==> run_1/detail.png <==
Region (119, 30) to (149, 60) um. Cells in gray, sequential cells in the stronger gray; small squares are vias.
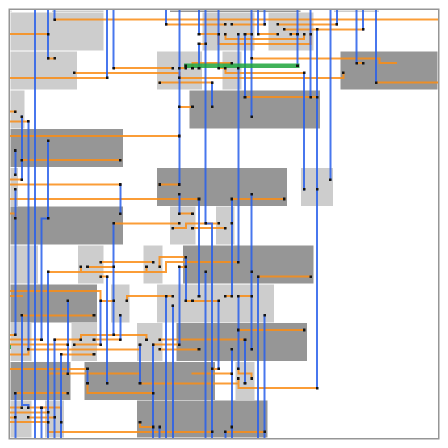
==> run_1/flops_by_reg.png <==
The bar under the picture is 50 um long. Other sequential cells in the stronger gray, the rest of the logic in the fainter gray.
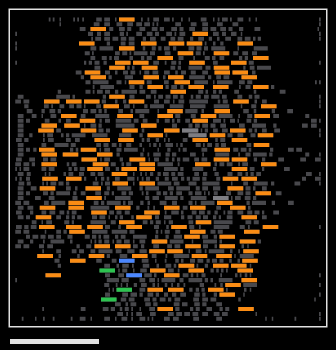
==> run_1/sizes.png <==
The bar under the picture is 50 um long.
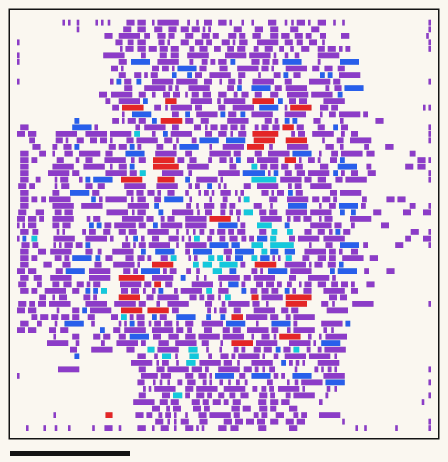
==> config.mk <==
export PLATFORM = sky130hd
export DESIGN_NAME = register_writeback_queue
export DESIGN_NICKNAME = d
export VERILOG_FILES = /design/src/rtl/wb_pkg.sv /design/src/rtl/wb_forward_match.sv /design/src/rtl/register_writeback_queue.sv
export SDC_FILE = /design/constraint.sdc
export NUM_CORES = 1
export LEC_CHECK = 0
export CELL_PAD_IN_SITES_DETAIL_PLACEMENT = 1
export CELL_PAD_IN_SITES_GLOBAL_PLACEMENT = 1
export CORE_MARGIN = 2
export CORE_UTILIZATION = 36
export CTS_CLUSTER_DIAMETER = 60
export CTS_CLUSTER_SIZE = 24
export DETAILED_ROUTE_END_ITERATION = 12
export PLACE_DENSITY = 0.79
export SYNTH_ARGS = -nofsm -noshare
export SYNTH_HDL_FRONTEND = slang
export SYNTH_SLANG_ARGS = --single-unit
==> constraint.sdc <==
create_clock -name iCpuClock -period 5.2 [get_ports iCpuClock]
set_input_delay 0.52 -clock iCpuClock [delete_from_list [all_inputs] [get_ports iCpuClock]]
set_output_delay 0.52 -clock iCpuClock [all_outputs]
set_load 0.02 [all_outputs]
==> src/rtl/wb_pkg.sv <==
// Shared constants, entry layout and destination helper for the register writeback queue.
package wb_pkg;

   localparam int unsigned DEPTH_DEFAULT = 4;
   localparam int unsigned DEST_W        = 5;
   localparam int unsigned DATA_W        = 32;

   localparam logic [DEST_W-1:0] REG_ZERO = 5'd0;
   localparam logic [DEST_W-1:0] REG_RA   = 5'd31;

   typedef struct packed {
      logic              valid;
      logic              ready;
      logic [DEST_W-1:0] dest;
      logic [DATA_W-1:0] data;
   } entry_t;

   function automatic logic [DEST_W-1:0] entryDest(
      input logic              isJal,
      input logic              isRdOrRtWritten,
      input logic [DEST_W-1:0] rd,
      input logic [DEST_W-1:0] rt
   );
      if (isJal)
         return REG_RA;
      else if (isRdOrRtWritten)
         return rd;
      else
         return rt;
   endfunction

endpackage

==> src/rtl/wb_forward_match.sv <==
// Youngest-match search over the queue entries for one forwarding lookup port.
module wb_forward_match
   import wb_pkg::*;
#(
   parameter int unsigned DEPTH = DEPTH_DEFAULT
) (
   input  logic [DEST_W-1:0]        iLookupReg,
   input  logic [$clog2(DEPTH)-1:0] iRdPtr,
   input  entry_t                   iEntries [DEPTH],
   output logic                     oHit,
   output logic                     oPending,
   output logic [DATA_W-1:0]        oData
);

   localparam int unsigned PTR_W = $clog2(DEPTH);

   logic [PTR_W-1:0] idx;

   // Walk oldest to youngest so the last match seen is the youngest one.
   always_comb begin
      oHit     = 1'b0;
      oPending = 1'b0;
      oData    = '0;
      idx      = '0;
      if (iLookupReg != REG_ZERO) begin
         for (int unsigned i = 0; i < DEPTH; i++) begin
            idx = iRdPtr + PTR_W'(i);
            if (iEntries[idx].valid && iEntries[idx].dest == iLookupReg) begin
               oHit     = 1'b1;
               oPending = !iEntries[idx].ready;
               oData    = iEntries[idx].ready ? iEntries[idx].data : '0;
            end
         end
      end
   end

endmodule

==> src/rtl/register_writeback_queue.sv <==
// In-order register writeback queue with load-data fill and optional forwarding lookup.
// Define WB_FORWARD_EN to build the lookup logic; otherwise oFwd* are tied to 0.
module register_writeback_queue
   import wb_pkg::*;
#(
   parameter int unsigned DEPTH = DEPTH_DEFAULT
) (
   input  logic                     iCpuClock,
   input  logic                     iCpuReset,
   input  logic                     iEnqValid,
   output logic                     oEnqReady,
   input  logic [4:0]               iRd,
   input  logic [4:0]               iRt,
   input  logic                     iIsRdOrRtWritten,
   input  logic                     iIsJal,
   input  logic                     iIsRegFromMem,
   input  logic [31:0]              iAluResult,
   input  logic [31:0]              iJalLinkAddress,
   input  logic                     iMemValid,
   input  logic [31:0]              iMemoryData,
   output logic                     oRegWriteEn,
   output logic [4:0]               oRegWriteDest,
   output logic [31:0]              oRegWriteData,
   input  logic [4:0]               iLookupReg1,
   input  logic [4:0]               iLookupReg2,
   output logic                     oFwdHit1,
   output logic                     oFwdHit2,
   output logic                     oFwdPending1,
   output logic                     oFwdPending2,
   output logic [31:0]              oFwdData1,
   output logic [31:0]              oFwdData2,
   output logic [$clog2(DEPTH):0]   oCount,
   output logic                     oEmpty,
   output logic                     oFull,
   output logic                     oMemOrphan
);

   localparam int unsigned PTR_W = $clog2(DEPTH);
   localparam int unsigned CNT_W = PTR_W + 1;

   entry_t           queue [DEPTH];
   logic [PTR_W-1:0] rdPtr;
   logic [PTR_W-1:0] wrPtr;
   logic [CNT_W-1:0] count;
   logic             memOrphan;

   entry_t           headEntry;
   entry_t           newEntry;
   logic             full;
   logic             enqFire;
   logic             popFire;
   logic             fillHit;
   logic [PTR_W-1:0] fillIdx;
   logic [PTR_W-1:0] scanIdx;

   assign headEntry = queue[rdPtr];
   assign full      = (count == CNT_W'(DEPTH));
   assign enqFire   = iEnqValid && !full;
   assign popFire   = headEntry.valid && headEntry.ready;

   always_comb begin
      newEntry       = '0;
      newEntry.valid = 1'b1;
      newEntry.dest  = entryDest(iIsJal, iIsRdOrRtWritten, iRd, iRt);
      if (iIsJal) begin
         newEntry.ready = 1'b1;
         newEntry.data  = iJalLinkAddress;
      end else if (iIsRegFromMem) begin
         newEntry.ready = 1'b0;
         newEntry.data  = '0;
      end else begin
         newEntry.ready = 1'b1;
         newEntry.data  = iAluResult;
      end
   end

   // Oldest pending entry; only entries present before the edge are candidates.
   always_comb begin
      fillHit = 1'b0;
      fillIdx = '0;
      scanIdx = '0;
      for (int unsigned i = 0; i < DEPTH; i++) begin
         scanIdx = rdPtr + PTR_W'(i);
         if (!fillHit && queue[scanIdx].valid && !queue[scanIdx].ready) begin
            fillHit = 1'b1;
            fillIdx = scanIdx;
         end
      end
   end

   always_ff @(posedge iCpuClock or posedge iCpuReset) begin
      if (iCpuReset) begin
         rdPtr     <= '0;
         wrPtr     <= '0;
         count     <= '0;
         memOrphan <= 1'b0;
         for (int unsigned i = 0; i < DEPTH; i++)
            queue[i] <= '0;
      end else begin
         memOrphan <= iMemValid && !fillHit;
         // Pop, fill and enqueue never target the same slot in one edge.
         if (popFire) begin
            queue[rdPtr].valid <= 1'b0;
            queue[rdPtr].ready <= 1'b0;
            rdPtr              <= rdPtr + 1'b1;
         end
         if (iMemValid && fillHit) begin
            queue[fillIdx].ready <= 1'b1;
            queue[fillIdx].data  <= iMemoryData;
         end
         if (enqFire) begin
            queue[wrPtr] <= newEntry;
            wrPtr        <= wrPtr + 1'b1;
         end
         case ({enqFire, popFire})
            2'b10:   count <= count + 1'b1;
            2'b01:   count <= count - 1'b1;
            default: count <= count;
         endcase
      end
   end

   assign oEnqReady     = !full;
   assign oFull         = full;
   assign oEmpty        = (count == '0);
   assign oCount        = count;
   assign oMemOrphan    = memOrphan;
   assign oRegWriteEn   = popFire && (headEntry.dest != REG_ZERO);
   assign oRegWriteDest = headEntry.valid ? headEntry.dest : '0;
   assign oRegWriteData = headEntry.valid ? headEntry.data : '0;

`ifdef WB_FORWARD_EN
   wb_forward_match #(.DEPTH(DEPTH)) uForwardMatch1 (
      .iLookupReg (iLookupReg1),
      .iRdPtr     (rdPtr),
      .iEntries   (queue),
      .oHit       (oFwdHit1),
      .oPending   (oFwdPending1),
      .oData      (oFwdData1)
   );

   wb_forward_match #(.DEPTH(DEPTH)) uForwardMatch2 (
      .iLookupReg (iLookupReg2),
      .iRdPtr     (rdPtr),
      .iEntries   (queue),
      .oHit       (oFwdHit2),
      .oPending   (oFwdPending2),
      .oData      (oFwdData2)
   );
`else
   logic unusedLookup;
   assign unusedLookup = ^{iLookupReg1, iLookupReg2};
   assign oFwdHit1     = 1'b0;
   assign oFwdHit2     = 1'b0;
   assign oFwdPending1 = 1'b0;
   assign oFwdPending2 = 1'b0;
   assign oFwdData1    = '0;
   assign oFwdData2    = '0;
`endif

endmodule

==> run summary, run 1 <==
yosys + openroad results -> Setup Skew=0.0111 ns, vias per std cell=6.24, vias=9722, flops out of synthesis=164, layout cells sized above 1=0.154, Synth area leaders=dfrtp_1, mux4_2, o311a_1, RSZ-0062 raised after global routing=false, sw power=0.00527 W, Netlist cell types=54, post-route ant nets=0, die width=178 um, first drt pass iteration count=5, Worst Hold Class=reg2reg, tool warnings=48, max cap viols=0, main flop type=dfrtp_1, Final setup violation count=0, fin crit share=0.816, Critical Path End=queue[82]$_DFF_PP0_, slew at the pin with the worst max-slew slack=1.12 ns, CTS tree=done, # IOs=236, met1 Track Usage GR=0.305, CORE AREA=29700 um2, Cell Area, Synth=10900 um2, Area leader share=0.376, reg2reg end=queue[82]$_DFF_PP0_, CP endpoint kind=flop, initial antenna violation count=0, crit path time final=4.24 ns, Synth top cells by count=dfrtp_1, clkbuf_1, nor2_1, largest net degree at the start of global routing=110, CP Max Fanout=38, Worst VDD drop=0.773 mV, first-pass GRT wire length=57.6 mm, 1st-iter DRT viols=775, Worst Hold Endpoint=queue[73]$_DFFE_PP0P_, crit path buf inv count=2, CTS Buf Count=17, crit path DAT=4.53 ns, DP HPWL=21.4 mm, Synth top cell by count=dfrtp_1, synth warn=0, CTS sink count=164, Crit-path slowest cell=dfrtp_4, crit path launch=rdPtr[0]$_DFFE_PP0P_, Total GRT Usage=0.233, Crit Path Class=reg2reg, number of enable flip-flop cells=0, H-tree levels=4, FF-to-FF Start=rdPtr[0]$_DFFE_PP0P_, Req. time, crit path=5.49 ns, most numerous logic cell after layout=dfrtp_1, Max Transition Viols Final=0, crit-path max cell delay=0.78 ns, register share after synthesis=0.376, switching share of power=0.502, hold violation total from the final report=0, routed wire length=36.8 mm, Layout Nets=1286, GP Congestion=0.797, DR WL/cell=23.6 um, clock buffer depth=2, wire length on met2=18.4 mm, ys cells=1091, HP Start=queue[73]$_DFFE_PP0P_, Syn Inst Count=1091, Crit path max-delay family=simple AND/OR/NAND/NOR gates, hold path depth=2, vias in the first global route=10100, DRC=0, crit path cell chain=inv_1 > ha_1 > and4b_1 > a31oi_1 > nand4b_1 > and4_2 > buf_12 > o311ai_0 > nand3_1, Cell Rows=63, pwr/cell area=804 nW/um2, Worst setup SP type=flop, DR top layer=met4, YS chip area=10900 um2, chip area=31700 um2, most frequent logic cells in the routed design=dfrtp_1, clkdlybuf4s50_1, nor2_1, hold_buf cts=0, reg2reg path depth=9, IO buf count=157, Flop pwr share=0.219, Combinational Power Share=0.647, Synth-to-Final Area Change=19.8%, Worst-path clk slew=0.07 ns, ys async rst share=1.00, clock network fraction of total power=0.134, CTS-repair resized insts=0, area leader, netlist=dfrtp_1, Synth Area per Inst=9.99 um2, met3 wire len=1.97 mm, Overflow after GRT=0, wl on met1=15.7 mm, GRT busiest layer=met2, M3 GR Usage=0.0360, status=complete, no violations, f_max=236 MHz, Pint=0.00523 W, clk ins delay skew pair=0.44 ns, met2 GRT Util=0.392, Pwr Total=0.0105 W, Initial Utilization=0.367, Die Y=178 um, Post-CTS Repair Setup Buffers=0, Setup TNS Final=0 ns, Leak=5.56 nW, R2R setup slack=0.96 ns, Rel. slew slack=0.255, Critical Path Stages=9, Root Driver=clkbuf_16
Back to the opening pictures, detail.png:
Key: metal 3 = green; metal 1 = orange; metal 2 = blue
Sequential cells in the window: 10. Netlist names of flops here include `queue` (10). Most frequent: dfrtp_1 (10), nand2_1 (5), o21ai_0 (5). 29 logic cells have their middle in the window.

Back to the opening pictures, flops_by_reg.png:
Key: `oCount` = green [sequential cells 3]; `queue` = orange [sequential cells 156]; `wrPtr` = blue [sequential cells 2]
Another 3 sequential cells are not colored.

Back to the opening pictures, sizes.png:
Key: _6 and larger = red [cells 30, most used clkbuf_16]; _0 and _1 cells = purple [cells 986, most used dfrtp_1]; _3 and _4 cells = cyan [cells 35, most used buf_4]; _2 cells = blue [cells 115, most used or2_2]

[run 1: logic make-up (layout without fill, tap and decap cells)]
| group | count (synthesis) | after routing | share of synthesized area |
|---|---|---|---|
| AND-OR/OR-AND | 338 | 338 | 0.267 |
| AND/OR/NAND/NOR | 318 | 318 | 0.150 |
| buffers and inverters | 211 | 219 | 0.102 |
| flip-flops | 164 | 164 | 0.376 |
| multiplexers | 44 | 44 | 0.0875 |
| adder cells (fa/ha/maj) | 10 | 10 | 0.0122 |
| XOR/XNOR | 5 | 5 | 0.00402 |
| other | 1 | 69 | 0.000344 |
[run 1: layout make-up]
cell class,count,area (um2)
diodes,1,2.50
fillers,3234,16700
well taps,390,488
clock buffers,22,484
inverters,10,42.5
clock inverters,10,169
repair buffers,177,1740
flip-flops and latches,164,4110
multi-input cells,783,6020
[run 1: power by group through the flow]
stage                     Clock, W  Combinational, W  Sequential, W
after floorplan                  0           0.00467        0.00214
after global placement           0           0.00651        0.00227
after detailed placement         0           0.00668        0.00231
after CTS                  0.00142           0.00673        0.00229
after global routing       0.00147           0.00725        0.00237
final                      0.00141           0.00679        0.00230
[run 1: per-stage QoR]
step                std cells   util  worst slack [ns]  hold WS (ns)  instance area [um2]
detailed placement       1524  0.417              1.17         0.469                12400
CTS                      1556  0.439             0.957         0.484                13100
global route             1556  0.439             0.751         0.517                13100
floorplan                1158      -             0.247         0.445                11200
global placement         1524  0.417              1.31         0.457                12400
finish                   1557  0.439             0.956         0.481                13100
[run 1: worst min-delay path, stage by stage, from the launching register on]
cell     delay (ns)
dfrtp_1        0.34
nand2_1        0.05
o21ai_0        0.06
[run 1: registers in the layout, summed over array words and instances (netlist names)]
signal      count
oMemOrphan      1
oCount          3
queue         156
rdPtr           2
wrPtr           2
## Run 2: what changed since run 1
clock period = 3.5 ns   (was 5.2 ns; I/O delays follow)
==> run summary, run 2 <==
yosys + openroad results -> status=complete, no violations, crit path time final=3.41 ns, Rel. slew slack=0.261 (+0.00610), Area leader share=0.376 (unchanged), R2R setup slack=0.21 ns (-0.75 ns), ys async rst share=1.00 (unchanged), Max Transition Viols Final=0 (unchanged), slew at the pin with the worst max-slew slack=1.11 ns (-0.00916 ns), CTS Buf Count=17 (unchanged), Most flops, register=queue, CP Max Fanout=24 (-37%), crit path launch=rdPtr[0]$_DFFE_PP0P_, flip-flop count of the largest register after layout=156 (unchanged), routed wire length=37.7 mm (+2.4%), IO buf count=157 (unchanged), Combinational Power Share=0.664 (+0.017), die width=178 um (unchanged), GP Congestion=0.821 (+3.0%), Critical Path End=oRegWriteEn, clock buffer depth=2 (unchanged), Req. time, crit path=3.15 ns (-2.34 ns), Final setup violation count=0 (unchanged), ys cells=1091 (unchanged), Hold WS=0.326 ns (-0.155 ns), clk ins delay skew pair=0.44 ns (about the same), met1 Track Usage GR=0.307 (+0.00190), CORE AREA=29700 um2 (unchanged), Total GRT Usage=0.236 (+0.00262), Critical Path Stages=5 (-4), DP HPWL=22.1 mm (+3.2%), Worst Hold Class=in2async, synth warn=0 (unchanged), hold violation total from the final report=0 (unchanged), Overflow after GRT=0 (unchanged), Crit path max-delay family=buffers and inverters, Root Driver=clkbuf_16, max cap viols=0 (unchanged), pwr/cell area=1200 nW/um2 (+49%), Cell Rows=63 (unchanged), area leader, netlist=dfrtp_1, Cell Area, Synth=10900 um2 (unchanged), first drt pass iteration count=5 (unchanged), wire length on met2=19.0 mm (+3.6%), most frequent logic cells in the routed design=dfrtp_1, clkdlybuf4s50_1, nor2_1, main flop type=dfrtp_1, Synth Area per Inst=9.99 um2 (unchanged), Crit-path slowest cell=mux4_2, DR top layer=met5, FF-to-FF Start=rdPtr[1]$_DFFE_PP0P_, Synth-to-Final Area Change=21.0%, number of enable flip-flop cells=0 (unchanged), hold_buf cts=0 (unchanged), crit path cell chain=buf_4 > mux4_2 > or4_1 > o21a_1 > clkdlybuf4s50_1, Initial Utilization=0.367 (unchanged), f_max=294 MHz, reg2reg end=queue[115]$_DFF_PP0_, Non-Filler Instances=1571 (+0.90%), fin crit share=0.973, met3 wire len=2.19 mm (+11%), YS chip area=10900 um2 (unchanged), M3 GR Usage=0.0360 (unchanged)
run 2: cell counts after synthesis:
No cell type changed its count.
run 2: cell type report:
type / count / area [um2]
inverters: 10 / 41.3
multi-input cells: 784 / 6030
repair buffers: 191 / 1910
well taps: 390 / 488
clock inverters: 10 / 121
clock buffers: 22 / 494
fillers: 3224 / 16500
flip-flops and latches: 164 / 4110
run 2: through the flow:
stage          instance area (um2)   util  TNS, ns  worst slack (ns)  total power [W]
4_1_cts                      13200  0.444        0            0.0811           0.0156
2_1_floorplan                11200      -        0             0.519           0.0101
3_5_place_dp                 12600  0.423        0             0.218           0.0135
5_1_grt                      13200  0.444  -0.0330           -0.0330           0.0166
6_report                     13200  0.444        0            0.0945           0.0158
3_3_place_gp                 12600  0.423        0             0.232           0.0133
run 2: what timing repair did:
| action | CTS | global route |
|---|---|---|
| setup buffers | 0 | 0 |
| resized | 1 | 2 |
| endpoints found under the setup margin | 14 | 13 |
| pin swaps | 0 | 1 |
| gates cloned | 0 | 1 |
run 2: power by group through the flow:
stage | sequential (W) | clock [W] | combinational (W)
6_report | 0.00332 | 0.00199 | 0.0105
5_1_grt | 0.00341 | 0.00208 | 0.0111
4_1_cts | 0.00330 | 0.00201 | 0.0103
3_5_place_dp | 0.00332 | 0 | 0.0102
3_3_place_gp | 0.00327 | 0 | 0.00999
2_1_floorplan | 0.00318 | 0 | 0.00694
run 2: cells by family after synthesis:
kind of cell | share of synthesized area
AOI/OAI and AO/OA | 0.267
xor gates and xnor gates | 0.00402
adders and majority gates | 0.0122
buffers and inverters | 0.102
DFF | 0.376
muxes | 0.0875
other | 0.000344
and+or+nand+nor | 0.150
==> run_2/detail.png <==
Region (119, 30) to (149, 60) um. Cells in gray, sequential cells in the stronger gray; small squares are vias.
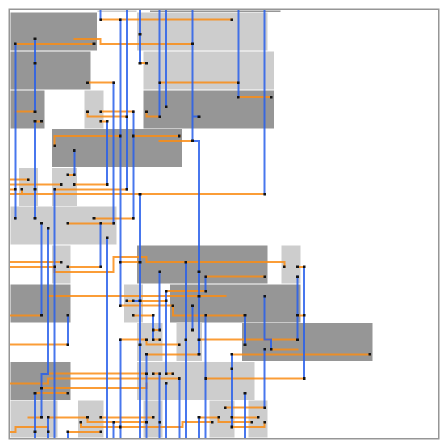
Key: metal 1 = orange; metal 2 = blue
Netlist names of flops here include `queue` (7). Most frequent: nand2_1 (7), dfrtp_1 (7), o21ai_0 (5). Sequential cells in the window: 7. 23 logic cells have their middle in the window.

Power and IR drop assume default switching activity.
